--- config.mk ---
export PLATFORM = sky130hd
export DESIGN_NAME = credit_link_tx_flat
export DESIGN_NICKNAME = d
export VERILOG_FILES = /design/src/rtl/router_pkg.sv /design/src/rtl/credit_link_tx_if.sv /design/src/rtl/credit_link_tx_credit_counter.sv /design/src/rtl/credit_link_tx.sv /design/src/flat_wrapper.sv
export SDC_FILE = /design/constraint.sdc
export NUM_CORES = 1
export LEC_CHECK = 0
export ABC_AREA = 1
export CAP_MARGIN = 15
export CORE_ASPECT_RATIO = 0.9
export CORE_UTILIZATION = 35
export CTS_CLUSTER_DIAMETER = 50
export DETAILED_ROUTE_END_ITERATION = 10
export PLACE_DENSITY = 0.76
export SYNTH_ARGS = -nofsm -noshare
export SYNTH_HDL_FRONTEND = slang
export SYNTH_SLANG_ARGS = --single-unit
--- constraint.sdc ---
create_clock -name clk -period 1.45 [get_ports clk]
set_input_delay 0.145 -clock clk [delete_from_list [all_inputs] [get_ports clk]]
set_output_delay 0.145 -clock clk [all_outputs]
set_load 0.03 [all_outputs]
--- src/rtl/router_pkg.sv ---
// Shared router types: flit control-bit layout, link framing states and flag helpers.
package router_pkg;

    // Control bits sit at the top of a flit; offsets count down from FLIT_W-1.
    localparam int unsigned FLIT_TAIL_BIT = 0;
    localparam int unsigned FLIT_HEAD_BIT = 1;
    localparam int unsigned FLIT_CTL_W    = 2;

    typedef enum logic [0:0] {
        LINK_IDLE = 1'b0,
        LINK_PKT  = 1'b1
    } link_state_t;

    // ctl is flit[FLIT_W-1 -: FLIT_CTL_W]; shifting by the offset lands the flag on the MSB.
    function automatic logic flit_is_head(input logic [FLIT_CTL_W-1:0] ctl);
        logic [FLIT_CTL_W-1:0] sh;
        sh = ctl << FLIT_HEAD_BIT;
        return sh[FLIT_CTL_W-1];
    endfunction

    function automatic logic flit_is_tail(input logic [FLIT_CTL_W-1:0] ctl);
        logic [FLIT_CTL_W-1:0] sh;
        sh = ctl << FLIT_TAIL_BIT;
        return sh[FLIT_CTL_W-1];
    endfunction

endpackage

--- src/rtl/credit_link_tx_if.sv ---
// FIFO-drain and link-side signals of the credit-based link transmitter.
interface credit_link_tx_if #(
    parameter int unsigned FLIT_W = 64
);
    logic [FLIT_W-1:0] fifo_q;
    logic              fifo_empty;
    logic              fifo_consume;
    logic [FLIT_W-1:0] link_data;
    logic              link_valid;
    logic              credit_in;

    modport master (
        input  fifo_q, fifo_empty, credit_in,
        output fifo_consume, link_data, link_valid
    );

    modport slave (
        output fifo_q, fifo_empty, credit_in,
        input  fifo_consume, link_data, link_valid
    );
endinterface

--- src/rtl/credit_link_tx_credit_counter.sv ---
// Saturating up/down credit counter with sticky overflow flag; resets full (MAX).
module credit_counter #(
    parameter  int unsigned MAX = 7,
    localparam int unsigned W   = $clog2(MAX + 1)
) (
    input  logic         clk,
    input  logic         rst,
    input  logic         dec,
    input  logic         inc,
    output logic [W-1:0] count,
    output logic         overflow
);

    // Simultaneous dec and inc cancel; inc at MAX saturates and flags overflow.
    always_ff @(posedge clk) begin
        if (rst) begin
            count    <= W'(MAX);
            overflow <= 1'b0;
        end else begin
            case ({dec, inc})
                2'b10: begin
                    if (count != '0) count <= count - W'(1);
                end
                2'b01: begin
                    if (count == W'(MAX)) overflow <= 1'b1;
                    else                  count    <= count + W'(1);
                end
                default: ;
            endcase
        end
    end

endmodule

--- src/rtl/credit_link_tx.sv ---
// Drains a show-ahead FIFO onto a credit-controlled link and tracks packet framing.
// Optional CREDIT_LINK_STATS_EN adds flit_cnt / stall_cnt statistics outputs.
module credit_link_tx
    import router_pkg::*;
#(
    parameter  int unsigned FLIT_W     = 64,
    parameter  int unsigned CREDIT_MAX = 7,
    localparam int unsigned CNT_W      = $clog2(CREDIT_MAX + 1)
) (
    input  logic              clk,
    input  logic              rst,
    credit_link_tx_if.master  link,
    output logic [CNT_W-1:0]  credit_count,
    output logic              pkt_active,
    output logic              proto_err,
    output logic              credit_err
`ifdef CREDIT_LINK_STATS_EN
    ,
    output logic [31:0]       flit_cnt,
    output logic [31:0]       stall_cnt
`endif
);

    logic                  send;
    logic [FLIT_CTL_W-1:0] ctl;
    logic                  head;
    logic                  tail;
    logic                  proto_err_set;
    link_state_t           state;
    link_state_t           state_nxt;

    // Only the registered count gates a send; a same-cycle credit waits a cycle.
    assign send              = ~link.fifo_empty & (credit_count != '0) & ~rst;
    assign link.fifo_consume = send;

    assign ctl  = link.fifo_q[FLIT_W-1 -: FLIT_CTL_W];
    assign head = flit_is_head(ctl);
    assign tail = flit_is_tail(ctl);

    always_ff @(posedge clk) begin
        if (rst) begin
            link.link_data  <= '0;
            link.link_valid <= 1'b0;
        end else begin
            link.link_valid <= send;
            if (send) link.link_data <= link.fifo_q;
        end
    end

    credit_counter #(.MAX(CREDIT_MAX)) u_credit (
        .clk      (clk),
        .rst      (rst),
        .dec      (send),
        .inc      (link.credit_in),
        .count    (credit_count),
        .overflow (credit_err)
    );

    always_ff @(posedge clk) begin
        if (rst) state <= LINK_IDLE;
        else     state <= state_nxt;
    end

    // Framing advances only on flits actually sent; malformed flits still go out.
    always_comb begin
        state_nxt     = state;
        proto_err_set = 1'b0;
        if (send) begin
            case (state)
                LINK_IDLE: begin
                    if (!head)      proto_err_set = 1'b1;
                    else if (!tail) state_nxt     = LINK_PKT;
                end
                LINK_PKT: begin
                    if (head) begin
                        proto_err_set = 1'b1;
                        state_nxt     = tail ? LINK_IDLE : LINK_PKT;
                    end else if (tail) begin
                        state_nxt = LINK_IDLE;
                    end
                end
                default: state_nxt = LINK_IDLE;
            endcase
        end
    end

    always_ff @(posedge clk) begin
        if (rst)                proto_err <= 1'b0;
        else if (proto_err_set) proto_err <= 1'b1;
    end

    assign pkt_active = (state == LINK_PKT);

`ifdef CREDIT_LINK_STATS_EN
    always_ff @(posedge clk) begin
        if (rst) begin
            flit_cnt  <= '0;
            stall_cnt <= '0;
        end else begin
            if (send) flit_cnt <= flit_cnt + 32'd1;
            if (~link.fifo_empty && credit_count == '0) stall_cnt <= stall_cnt + 32'd1;
        end
    end
`endif

endmodule
--- src/flat_wrapper.sv ---
// flat-port wrapper written by rule: the top's interface ports become plain ports
module credit_link_tx_flat import router_pkg::*;
#(
    parameter  int unsigned FLIT_W     = 64,
    parameter  int unsigned CREDIT_MAX = 7,
    localparam int unsigned CNT_W      = $clog2(CREDIT_MAX + 1)
)
  (clk, rst, credit_count, pkt_active, proto_err, credit_err, link_fifo_q, link_fifo_empty, link_credit_in, link_fifo_consume, link_link_data, link_link_valid);
  credit_link_tx_if #(.FLIT_W(FLIT_W)) link_i ();
  input  logic clk;
  input  logic rst;
  output logic [CNT_W-1:0] credit_count;
  output logic pkt_active;
  output logic proto_err;
  output logic credit_err;
  input wire logic [$bits(link_i.fifo_q)-1:0] link_fifo_q;
  input wire logic [$bits(link_i.fifo_empty)-1:0] link_fifo_empty;
  input wire logic [$bits(link_i.credit_in)-1:0] link_credit_in;
  output wire logic [$bits(link_i.fifo_consume)-1:0] link_fifo_consume;
  output wire logic [$bits(link_i.link_data)-1:0] link_link_data;
  output wire logic [$bits(link_i.link_valid)-1:0] link_link_valid;
  assign link_i.fifo_q = link_fifo_q;
  assign link_i.fifo_empty = link_fifo_empty;
  assign link_i.credit_in = link_credit_in;
  assign link_fifo_consume = link_i.fifo_consume;
  assign link_link_data = link_i.link_data;
  assign link_link_valid = link_i.link_valid;
  credit_link_tx #(.FLIT_W(FLIT_W), .CREDIT_MAX(CREDIT_MAX)) u_core (.clk(clk), .rst(rst), .link(link_i), .credit_count(credit_count), .pkt_active(pkt_active), .proto_err(proto_err), .credit_err(credit_err));
endmodule
### Pin placement, run 1

Pins as bars across the die edge, other pins in gray.
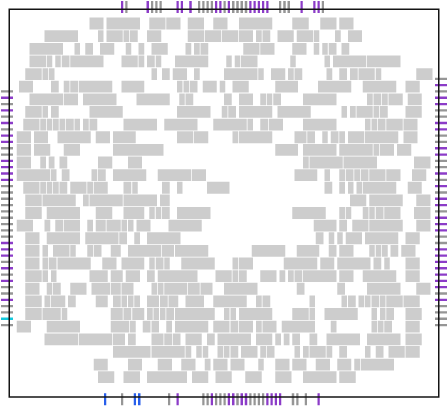
link_link_data: drawn in purple, pins 64, direction output, edge 22 right, 16 top, 15 left, 11 bottom. credit_err: drawn in cyan, pins 1, direction output, edge left. credit_count: drawn in blue, pins 3, direction output, edge bottom.
All pins by edge: 40 right, 38 left, 33 top, 29 bottom.

### Met4 routing, run 1

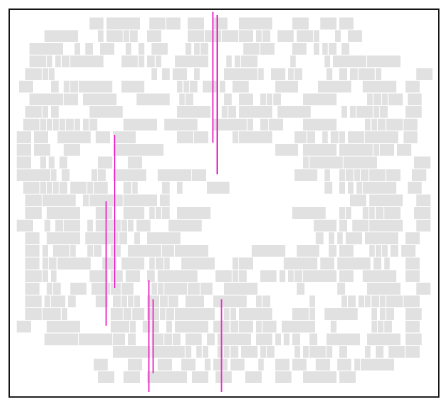
The layer carries 180 um of wire. 7 nets have wire on it. The layer holds 2.6% of the routed length. The wires run mostly vertical.

### Congestion heat map, run 1

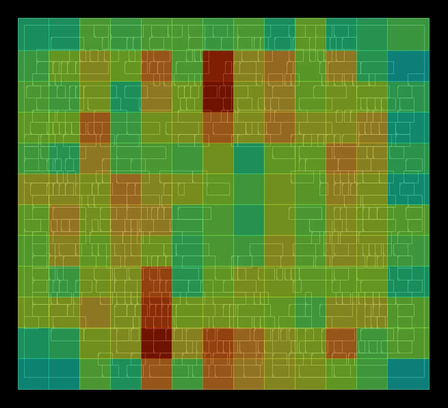
GR peak layer: met2
routed length per instance: 12.3 um

==> metrics.yaml, run 1 <==
status:
  status: "finished, final reports clean"
synth:
  ys_ff: 71
  yosys.area.top_type_share_pct: 55.5
  synthAdderAreaFrac_pct: 0.782
  yosys_area_um2: 2560
  top_cell: "nand2_1"
  common_cells: "nand2_1 (137), nand3_1 (72), dfxtp_1 (71), buf_2 (12), inv_1 (9)"
  edf_count: 0
  synthTopLogicFamily: "simple AND/OR/NAND/NOR gates"
  syn_inst: 324
  ys_sh_simple_pct: 35.9
  async_reset_ff_share_pct: 0
  yosys-top-cells-area: "dfxtp_1 (55%), nand2_1 (20%), nand3_1 (14%), buf_2 (2.3%), buf_4 (1.5%)"
  synthFlopType: "dfxtp_1"
  yosysCellCount: 324
  mux_share_pct: 0
  syn_avg_cell_area_um2: 7.90
  netlist_area_um2: 2560
timing:
  setup_viol_count_final: 0
  rsz0062_at_grt: "yes"
  setup_tns_ps: 0
  fin_hold_ws_ps: 348
  finClkSkew_ps: 7.92
  fmax_mhz: 694
  slew_violations: 0
  finalCritPeriodShare_pct: 99.4
  fin_crit_ps: 1440
  setup_slack_ps: 8.74
  worstMarginPinSlew_ps: 353
  slew_headroom_pct: 76.6
pwr:
  power.internal_mw: 3.38
  seq-power_mw: 2.18
  p_sw_mw: 1.39
  p_leak_nw: 2.20
  pwr-share-comb_pct: 22.0
  power_density_nw_per_um2: 1120
  vdd_ir_drop_max_mv: 0.595
  seqPwrFrac_pct: 45.6
  power.total_mw: 4.78
  swShare_pct: 29.2
  power-top-group: "sequential cells"
setup_path:
  slowest_delay_ps: 350
  r2r-end: "u_core.u_credit.count[2]$_SDFFE_PP1P_"
  critPathMaxFanout: 3
  path_cells: "nor2_4 -> nand2_2 -> nand2_4 -> nand2_4 -> fa_2 -> inv_2 -> nand2_1 -> nand2_1 -> nand2_1 -> nand2_1 -> nand3_1"
  crit_end: "u_core.u_credit.count[2]$_SDFFE_PP1P_"
  critPathMostFrequentCell: "nand2_1"
  reg2reg_slack_ps: 9
  worstPathArrival_ps: 1650
  cp-start-kind: "flop"
  cp-end-kind: "flop"
  path_buffers: 1
  slowest_stage: "dfxtp_4"
  worstSetupPathType: "reg2reg"
  reg2reg_depth: 11
  cp.required_ps: 1660
clocking:
  cts_num_sinks: 71
  cts-buffers-inserted: 9
  clkTransAtPathRegs_ps: 80
  clock_path_buffers: 2
  clock_latency_ps: 330
  cts_tree: "built"
  cts_root_buf: "clkbuf_8"
  htree_levels: 3
  post_cts_buffers: 0
cells_and_area:
  buffer_area_share_pct: 34.8
  fill_cells: 672
  sh_comb_area_pct: 23.3
  top_register: "u_core.link.link_data"
  dominant-cell-class: "non-clock buffers"
  final_cell_mix: "nand2_1 (135), nand3_1 (72), dlygate4sd2_1 (71), dfxtp_1 (68), clkdlybuf4s50_1 (67)"
  fin_cells: 566
  seq_share_pct: 33.6
  flops: 71
  mi_logic_area_um2: 995
  seq_area_um2: 1430
  lay_top_count: "nand2_1"
  final_util_pct: 60.3
  clkCellAreaFrac_pct: 4.61
  num_antenna_cells: 0
  buffers: 154
  area_delta_synth_final_pct: 66.5
  drive_gt1_share_pct: 9.94
die:
  die_h_um: 83.2
  n_tap_cell: 93
  fp_util_pct: 36.2
  chipWidth_um: 92.2
  coreArea_um2: 7080
  ios: 140
global_routing:
  use_met1_pct: 22.4
  gr-total-overflow: 0
  grt_max_degree: 43
  grtUsageMet2_pct: 29.2
  grt_util_all_layers_pct: 18.4
  antenna_found_initial: 0
hold_path:
  min-delay-start: "link_fifo_q[28]"
route:
  first_pass_iters: 4
  drc_errors: 0
  top_layer: "met4"
  wl_met1_mm: 3.11
  dr_wl_met3_um: 584
  avgViaCountPerCell: 4.60
  drt-total-wl_mm: 6.96
run:
  cap_violations: 0
  warnings: 29
place:
  io_buffers: 139
  placedCellCount: 550
  gp_congestion: 0.842
  dp_hpwl_mm: 4.95
### Clock wires, drivers and flops, run 1

Scale bar: 20 um.
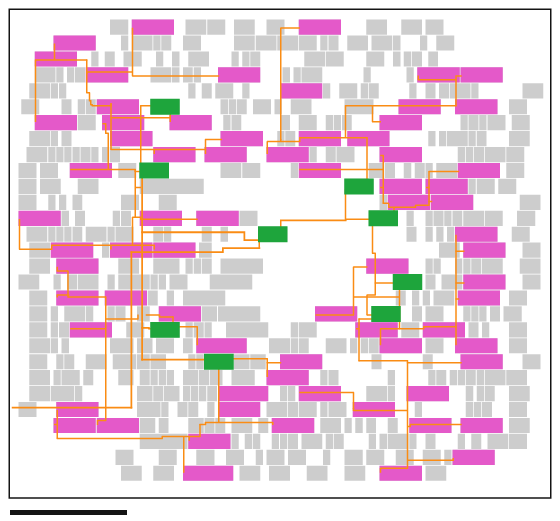

==> run 2, diff against run 1 <==
--- a/config.mk
+++ b/config.mk
@@ -12,6 +12,7 @@
 export CTS_CLUSTER_DIAMETER = 50
 export DETAILED_ROUTE_END_ITERATION = 10
 export PLACE_DENSITY = 0.76
+export SETUP_SLACK_MARGIN = 0.15
 export SYNTH_ARGS = -nofsm -noshare
 export SYNTH_HDL_FRONTEND = slang
 export SYNTH_SLANG_ARGS = --single-unit
### Clock wires, drivers and flops, run 2

Scale bar: 20 um.
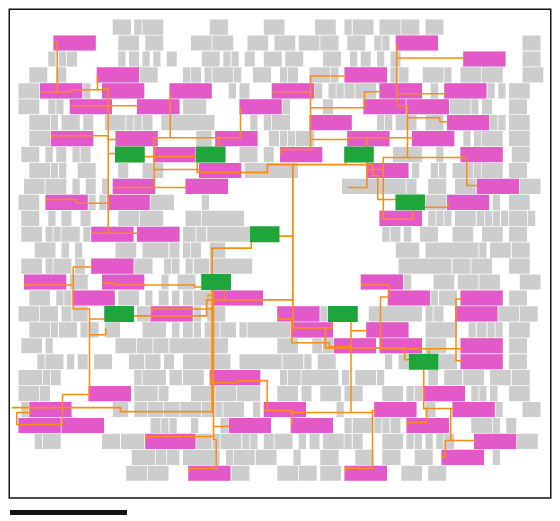
clock-net drivers: drawn in green, count 9. flip-flops: drawn in magenta, count 71. clock wires: drawn in orange, length 889 um.
Position of the flops: all over the die.

==> run 2 against run 1 <==
  * The flow now finishes with violations (negative setup slack)
  * Count of clock-buffer cells in the layout is the same
  * Worst hold slack lost 6.8 ps
  * Largest cell class unchanged
  * Cell area grew 8.9%
  * Clock power is essentially flat
==> metrics.yaml, run 2 <==
hold_path:
  holdPathEnd: "u_core.link.link_data[48]$_SDFFE_PP0P_"  # was u_core.link.link_data[28]$_SDFFE_PP0P_
  min-delay-start: "link_fifo_q[48]"  # was link_fifo_q[28]
setup_path:
  reg2reg_depth: 11  # unchanged
  critPathMostFrequentCell: "buf_6"  # was nand2_1
  worstPathArrival_ps: 1360  # was 1650 ps
  slowest_delay_ps: 360  # was 350 ps
  r2r-end: "u_core.u_credit.count[2]$_SDFFE_PP1P_"  # unchanged
  critPathMaxFanout: 5  # was 3
  path_cells: "nor2_4 -> nand2_2 -> nand2_4 -> buf_6 -> inv_6 -> buf_6 -> buf_6"  # was nor2_4 -> nand2_2 -> nand2_4 -> nand2_4 -> fa_2 -> inv_2 -> nand2_1 -> nand2_1 -> nand2_1 -> nand2_1 -> nand3_1
  crit_end: "link_fifo_consume"  # was u_core.u_credit.count[2]$_SDFFE_PP1P_
  cp-end-kind: "primary output"  # was flop
  path_buffers: 4  # was 1
  reg2reg_slack_ps: -30  # was 9 ps
  worstSetupPathType: "reg2out"  # was reg2reg
  slowest_stage: "dfxtp_4"  # unchanged
  r2r_start: "u_core.u_credit.count[1]$_SDFFE_PP1P_"  # unchanged
synth:
  top_cell: "nand2_1"  # unchanged
  common_cells: "nand2_1 (137), nand3_1 (72), dfxtp_1 (71), buf_2 (12), inv_1 (9)"  # unchanged
  edf_count: 0  # unchanged
  ys_sh_simple_pct: 35.9  # unchanged
  yosysCellCount: 324  # unchanged
  yosys_area_um2: 2560  # unchanged
  syn_inst: 324  # unchanged
  syn_avg_cell_area_um2: 7.90  # unchanged
  ys_ff: 71  # unchanged
  synthTopLogicFamily: "simple AND/OR/NAND/NOR gates"  # unchanged
  yosys.area.top_type_share_pct: 55.5  # unchanged
  xor_share_pct: 0  # unchanged
  netlist_area_um2: 2560  # unchanged
  synthAdderAreaFrac_pct: 0.782  # unchanged
  mux_share_pct: 0  # unchanged
  synthFlopType: "dfxtp_1"  # unchanged
  yosys-top-cells-area: "dfxtp_1 (55%), nand2_1 (20%), nand3_1 (14%), buf_2 (2.3%), buf_4 (1.5%)"  # unchanged
  async_reset_ff_share_pct: 0  # unchanged
timing:
  finClkSkew_ps: 7.94  # was 7.92 ps
  fin_hold_ws_ps: 341  # was 348 ps
  rsz0062_at_grt: "yes"  # unchanged
  slew_violations: 0  # unchanged
  setup_viol_count_final: 3  # was 0
  finalCritPeriodShare_pct: 104  # was 99.4%
  setup_tns_ps: -92.4  # was 0 ps
  fin_crit_ps: 1510  # was 1440 ps
  slew_headroom_pct: 77.6  # was 76.6%
  setup_slack_ps: -59.5  # was 8.74 ps
  worstMarginPinSlew_ps: 337  # was 353 ps
cells_and_area:
  clkCellAreaFrac_pct: 4.23  # was 4.61%
  num_antenna_cells: 0  # unchanged
  seq_area_um2: 1430  # unchanged
  drive_gt1_share_pct: 18.9  # was 9.94%
  seq_share_pct: 30.9  # was 33.6%
  area_delta_synth_final_pct: 81.3  # was 66.5%
  buffers: 169  # was 154
  fill_cells: 611  # was 672
  final_cell_mix: "nand2_1 (131), dfxtp_1 (68), clkdlybuf4s50_1 (67), dlygate4sd2_1 (63), nand3_1 (50)"  # was nand2_1 (135), nand3_1 (72), dlygate4sd2_1 (71), dfxtp_1 (68), clkdlybuf4s50_1 (67)
  mi_logic_area_um2: 1130  # was 995 um2
  dominant-cell-class: "non-clock buffers"  # unchanged
  lay_top_count: "nand2_1"  # unchanged
  sh_comb_area_pct: 24.4  # was 23.3%
  flops: 71  # unchanged
  final_util_pct: 65.6  # was 60.3%
pwr:
  vdd_ir_drop_max_mv: 0.706  # was 0.595 mV
  power.total_mw: 4.94  # was 4.78 mW
  seqPwrFrac_pct: 44.2  # was 45.6%
  seq-power_mw: 2.19  # was 2.18 mW
  power-top-group: "sequential cells"  # unchanged
  p_leak_nw: 2.33  # was 2.20 nW
  power_density_nw_per_um2: 1060  # was 1120 nW/um2
  p_sw_mw: 1.48  # was 1.39 mW
  pwr-share-comb_pct: 24.0  # was 22.0%
route:
  dr_wl_met3_um: 659  # was 584 um
  drc_errors: 0  # unchanged
  wl_met1_mm: 3.47  # was 3.11 mm
  avgViaCountPerCell: 4.62  # was 4.60
  drt-total-wl_mm: 7.92  # was 6.96 mm
  routedWlPerCell_um: 13.7  # was 12.3 um
  first_pass_iters: 4  # unchanged
die:
  die_h_um: 83.2  # unchanged
  chipWidth_um: 92.2  # unchanged
  n_tap_cell: 93  # unchanged
  coreArea_um2: 7080  # unchanged
  ios: 140  # unchanged
  fp_util_pct: 36.2  # unchanged
clocking:
  clkTransAtPathRegs_ps: 80  # about the same
  htree_levels: 3  # unchanged
  clock_latency_ps: 340  # was 330 ps
  post_cts_buffers: 2  # was 0
  cts-buffers-inserted: 9  # unchanged
  clock_path_buffers: 2  # unchanged
  cts_tree: "built"  # unchanged
  cts_num_sinks: 71  # unchanged
global_routing:
  use_met1_pct: 21.8  # was 22.4%
  met3_usage_pct: 8.97  # was 6.32%
  antenna_found_initial: 0  # unchanged
  grtUsageMet2_pct: 30.5  # was 29.2%
  busiest_layer: "met2"  # unchanged
status:
  status: "finished, violations left"  # was finished, final reports clean
  violations: "negative setup slack"
place:
  placedCellCount: 551  # was 550
  dp_hpwl_mm: 4.84  # was 4.95 mm
  io_buffers: 139  # unchanged
run:
  warnings: 29  # unchanged
  cap_violations: 0  # unchanged
Power is estimated from default activity; no workload was simulated.
